floorplan.png
Scale bar: 50 um. Pins as bars on the die edge.
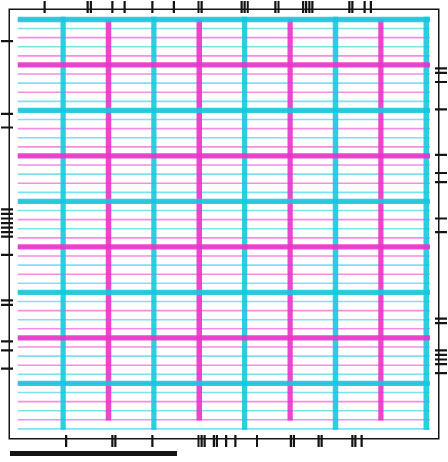
class_map.png
Scale bar: 50 um.
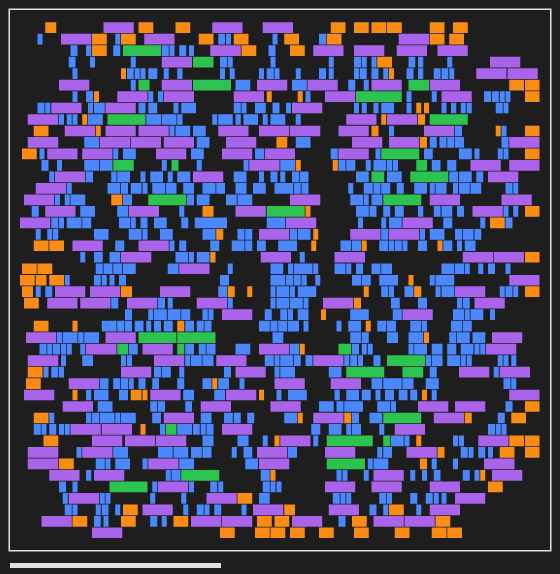
clock_wires.png
Scale bar: 50 um.
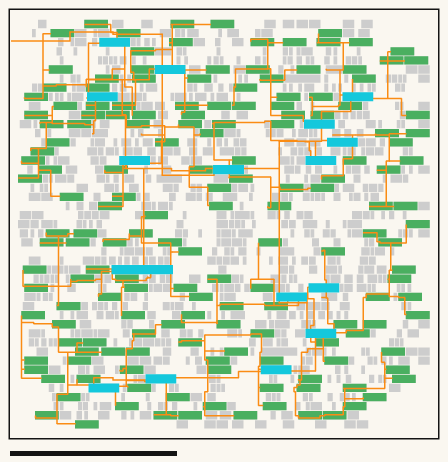
layers.png
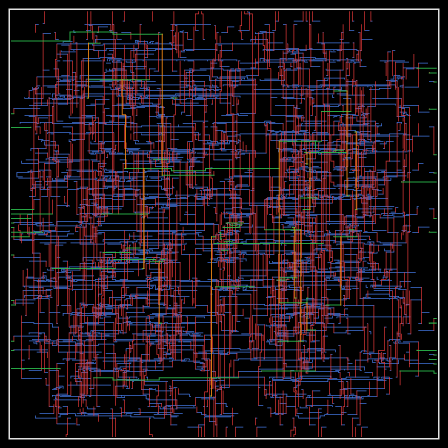
**config.mk**
```make
export PLATFORM = sky130hd
export DESIGN_NAME = pwm_pulse_decoder
export DESIGN_NICKNAME = d
export VERILOG_FILES = /design/src/rtl/pwm_pulse_decoder.sv
export SDC_FILE = /design/constraint.sdc
export NUM_CORES = 1
export LEC_CHECK = 0
export CELL_PAD_IN_SITES_DETAIL_PLACEMENT = 0
export CELL_PAD_IN_SITES_GLOBAL_PLACEMENT = 1
export CORE_MARGIN = 2
export CORE_UTILIZATION = 46
export CTS_CLUSTER_SIZE = 25
export DETAILED_ROUTE_END_ITERATION = 10
export GPL_TIMING_DRIVEN = 0
export PLACE_DENSITY_LB_ADDON = 0.1
export SYNTH_ARGS = -nofsm -noshare
export SYNTH_HDL_FRONTEND = slang
export SYNTH_SLANG_ARGS = --single-unit
```
**constraint.sdc**
```tcl
create_clock -name m_clock -period 3.95 [get_ports m_clock]
set_input_delay 0.395 -clock m_clock [delete_from_list [all_inputs] [get_ports m_clock]]
set_output_delay 0.395 -clock m_clock [all_outputs]
set_load 0.01 [all_outputs]
```
**src/rtl/pwm_pulse_decoder.sv**
```systemverilog
// -----------------------------------------------------------------------------
// pwm_pulse_decoder
//
// Servo-style PWM receiver. Measures the high time and the rising-to-rising
// period of a pulse train on one pin, classifies the high time into the motor
// drive codes (01 fwd, 00 stop, 10 rev), flags loss of signal, and drives a
// debug nibble for a 7-segment display.
//
// Parameters
//   HI_THRESH   width (cycles) strictly above which cmd = 2'b01
//   LO_THRESH   width (cycles) strictly below which cmd = 2'b10
//   TIMEOUT     cycles of pcnt in a measurement before the signal is lost
//   FILTER_LEN  stable-sample count of the glitch filter (exists only when
//               PWM_DECODE_FILTER_EN is defined)
//
// Ports
//   m_clock   in   1   system clock
//   p_reset   in   1   synchronous, active-high reset
//   pwm_in    in   1   asynchronous PWM pin
//   width     out  31  last measured high time, cycles
//   period    out  31  last measured rising-to-rising period, cycles
//   valid     out  1   one-cycle strobe: width/period/cmd updated this cycle
//   cmd       out  2   drive code: 01 fwd, 00 stop, 10 rev (11 never driven)
//   lost      out  1   level: no completed pulse within TIMEOUT
//   HEX       out  4   {lost, 1'b0, cmd} debug nibble
//
// Build option
//   PWM_DECODE_FILTER_EN  when defined, the synchronized input only changes
//   after holding a new level for FILTER_LEN consecutive cycles (pulses
//   shorter than that are ignored; latency grows by FILTER_LEN cycles).
//
// Handshake: valid is a single-cycle strobe with no back-pressure; width,
// period and cmd are stable from the strobe until the next strobe (cmd is
// also forced to 00 on loss of signal).
// -----------------------------------------------------------------------------
module pwm_pulse_decoder #(
    parameter logic [30:0] HI_THRESH = 31'd77760,
    parameter logic [30:0] LO_THRESH = 31'd72760,
    parameter logic [30:0] TIMEOUT   = 31'd2000000
`ifdef PWM_DECODE_FILTER_EN
    ,
    parameter int          FILTER_LEN = 4
`endif
) (
    input  logic        m_clock,
    input  logic        p_reset,
    input  logic        pwm_in,
    output logic [30:0] width,
    output logic [30:0] period,
    output logic        valid,
    output logic [1:0]  cmd,
    output logic        lost,
    output logic [3:0]  HEX
);

    localparam logic [30:0] CNT_MAX = '1;

    typedef enum logic [1:0] {
        IDLE = 2'd0,
        HIGH = 2'd1,
        LOW  = 2'd2
    } state_t;

    logic        sync1;
    logic        sync2;
    logic        s;
    logic        s_d;
    logic        edge_en;
    logic        rise;
    logic        fall;

    state_t      state;
    state_t      state_nxt;
    logic        start;
    logic        capture;
    logic        publish;
    logic        timeout;

    logic [30:0] wcnt;
    logic [30:0] pcnt;
    logic [30:0] whold;

    // -------------------------------------------------------------------------
    // Conditioned input level s
    // -------------------------------------------------------------------------
`ifdef PWM_DECODE_FILTER_EN
    localparam int FCW    = (FILTER_LEN > 1) ? $clog2(FILTER_LEN) : 1;
    localparam int SETTLE = 3 + FILTER_LEN;

    logic [FCW-1:0] filt_cnt;

    // s follows sync2 only once sync2 has disagreed with it for FILTER_LEN
    // consecutive samples; any return to the old level restarts the count.
    always_ff @(posedge m_clock) begin
        if (p_reset) begin
            s        <= 1'b0;
            filt_cnt <= '0;
        end else if (sync2 == s) begin
            filt_cnt <= '0;
        end else if (filt_cnt == FCW'(FILTER_LEN - 1)) begin
            s        <= sync2;
            filt_cnt <= '0;
        end else begin
            filt_cnt <= filt_cnt + 1'b1;
        end
    end
`else
    localparam int SETTLE = 3;

    assign s = sync2;
`endif

    localparam int SW = $clog2(SETTLE + 1);

    logic [SW-1:0] settle;

    // The synchronizer restarts from 0 on reset, so a pin that is already
    // high would look like a fresh rising edge once it propagates through.
    // Edge detection is masked until the pipeline has refilled, so a reset
    // in the middle of a pulse never starts a measurement on a partial pulse.
    always_ff @(posedge m_clock) begin
        if (p_reset) begin
            sync1  <= 1'b0;
            sync2  <= 1'b0;
            s_d    <= 1'b0;
            settle <= '0;
        end else begin
            sync1 <= pwm_in;
            sync2 <= sync1;
            s_d   <= s;
            if (settle != SW'(SETTLE)) begin
                settle <= settle + 1'b1;
            end
        end
    end

    assign edge_en = (settle == SW'(SETTLE));
    assign rise    = s & ~s_d & edge_en;
    assign fall    = ~s & s_d & edge_en;

    // -------------------------------------------------------------------------
    // Measurement FSM
    // -------------------------------------------------------------------------
    always_ff @(posedge m_clock) begin
        if (p_reset) begin
            state <= IDLE;
        end else begin
            state <= state_nxt;
        end
    end

    always_comb begin
        state_nxt = state;
        start     = 1'b0;
        capture   = 1'b0;
        publish   = 1'b0;
        timeout   = 1'b0;
        unique case (state)
            IDLE: begin
                if (rise) begin
                    start     = 1'b1;
                    state_nxt = HIGH;
                end
            end
            HIGH: begin
                if (pcnt == TIMEOUT) begin
                    timeout   = 1'b1;
                    state_nxt = IDLE;
                end else if (fall) begin
                    capture   = 1'b1;
                    state_nxt = LOW;
                end
            end
            LOW: begin
                // A rise on the timeout cycle still completes the period.
                if (rise) begin
                    publish   = 1'b1;
                    start     = 1'b1;
                    state_nxt = HIGH;
                end else if (pcnt == TIMEOUT) begin
                    timeout   = 1'b1;
                    state_nxt = IDLE;
                end
            end
            default: begin
                state_nxt = IDLE;
            end
        endcase
    end

    function automatic logic [1:0] classify(input logic [30:0] w);
        if (w > HI_THRESH) begin
            return 2'b01;
        end else if (w < LO_THRESH) begin
            return 2'b10;
        end
        return 2'b00;
    endfunction

    // -------------------------------------------------------------------------
    // Counters and published results
    // -------------------------------------------------------------------------
    always_ff @(posedge m_clock) begin
        if (p_reset) begin
            wcnt   <= '0;
            pcnt   <= '0;
            whold  <= '0;
            width  <= '0;
            period <= '0;
            valid  <= 1'b0;
            cmd    <= 2'b00;
            lost   <= 1'b1;
        end else begin
            valid <= publish;
            if (start) begin
                // The rise cycle itself is the first high cycle of the pulse.
                wcnt <= 31'd1;
                pcnt <= 31'd1;
            end else begin
                if (state == HIGH && wcnt != CNT_MAX) begin
                    wcnt <= wcnt + 31'd1;
                end
                if (state != IDLE && pcnt != CNT_MAX) begin
                    pcnt <= pcnt + 31'd1;
                end
            end
            if (capture) begin
                whold <= wcnt;
            end
            if (publish) begin
                width  <= whold;
                period <= pcnt;
                cmd    <= classify(whold);
                lost   <= 1'b0;
            end
            if (timeout) begin
                lost <= 1'b1;
                cmd  <= 2'b00;
            end
        end
    end

    assign HEX = {lost, 1'b0, cmd};

endmodule

```
==> summary.txt <==
run metrics: placed insts=1097, largest net degree at the start of global routing=17, Max Root-Sink Buffers=2, Slowest-stage cell, CP=buf_1, 1st-pass router iterations=4, RSZ-0062 raised after global routing=false, FFs w/ async S/R, synth=0%, Setup Fix Bufs, Post-CTS=0, grt met3 use=4.84%, Seq share, synth=a little under half, sequential power=1.69 mW, outcome=finished, final reports clean, Antenna diodes=0, XOR Share, Synth=3.84%, GR Overflow Total=0, GRT Overall Usage=22.0%, dpl ws=1.20 ns, Critical Path Sink=wcnt[15]$_SDFFE_PP0P_, Hold Path Origin=p_reset, Main power group=registers, Final Power=3.44 mW, GPL Wtd Cong=0.887, Yosys Warn Count=0, vias in the first global route=about 6000, Post-CTS Hold Fix Bufs=0, placed cell area=between 8000 and 9000 um^2, combinational fraction of the cell area=39.8%, final wirelength=17.5 mm, Final Skew=0.00739 ns, Top cells excl fill/tap=166 x dfxtp_1, 159 x nand2_1, 91 x a21oi_1, 77 x nor2_1, 70 x clkdlybuf4s50_1, yosys stat cell total=839, CTS sink cnt=166, Final Instance Count excl. Fillers=1129, sequential share of power=49.0%, Tool Warnings=30, Power Density=between 300 and 400 nW/um^2, Cells after Synth=839, DR iter-0 viols=283, Net Switching=roughly 740 uW, fp_density=46.8%, Routed met3 length=544 um, Comb power frac=1.9%, M2 GR Usage=about two fifths, max incr delay on CP=0.55 ns, top-area cell type share of the netlist area=47.0%, syn_area_per_cell=8.42 um^2, Fin. Hold Viols=0, initial antenna violation count=0, CTS tree=yes, Worst-path clk slew=0.07 ns, Setup crit end kind=flop, Synth cell types=52, dominant kind of cell=multi-input combinational cells, FP Rows=45, Gate Area=3430 um^2, hold-critical path endpoint=state[1]$_SDFFE_PP0P_, final cycle utilization of the critical path=a little under three quarters, invs w/o clock=12, Worst Setup SP=state[1]$_SDFFE_PP0P_, number of H-tree levels=4, Clock Power Share=49.0%, area fraction in mux cells=4.96%, Final min period=2.82 ns, first-pass GRT wire length=28.8 mm, Final setup viols=0, top post-synthesis cells by count=166 x dfxtp_1, 159 x nand2_1, 91 x a21oi_1, 77 x nor2_1, 35 x mux2i_1, Adders+Majority by Area=between 1 and 1.5%, critical path's top delay family=buffers and inverters, Synth-to-Final Area Change=21.8%, Comb power=66.1 uW, met2 WL post-DR=about 8.7 mm, top comb family, area=simple AND/OR/NAND/NOR gates, Storage cell area=between 3000 and 4000 um^2, most used cell, CP=clkbuf_1, Skew-Pair Late Insertion Delay=roughly 0.43 ns, flop count=between 150 and 200, Top Metal Used=met4, nonclk buf count=129, layout clock buffer count=21
Notes on floorplan.png above:
[magenta] VDD
[cyan] VSS
rows: 45
met5 straps: 9
met4 straps: 9
met1 rails: 46
Die Wd: 128 um
core area: 15100 um^2
VDD IR-drop max: 0.332 mV
Die H: 128 um

Notes on class_map.png above:
[green] clock drivers and dummy loads | cells: 32
[orange] remaining buffers and delay cells | cells: 129
[purple] registers | cells: 166
[blue] remaining logic cells | cells: 614

Notes on clock_wires.png above:
[green] flip-flops | count: 166
[orange] clock wires | length: 2070 um
[cyan] clock-net drivers | count: 17
flops lie: spread over the die
routed clock nets: 18

Notes on layers.png above:
[red] M2 | wire length: 8660 um
[blue] M1 | wire length: 7900 um
[orange] M4 | wire length: 388 um
[green] M3 | wire length: 545 um
vias after detailed routing: 6229
Routed wire per std cell: 15.5 um

Power and IR drop assume default switching activity.
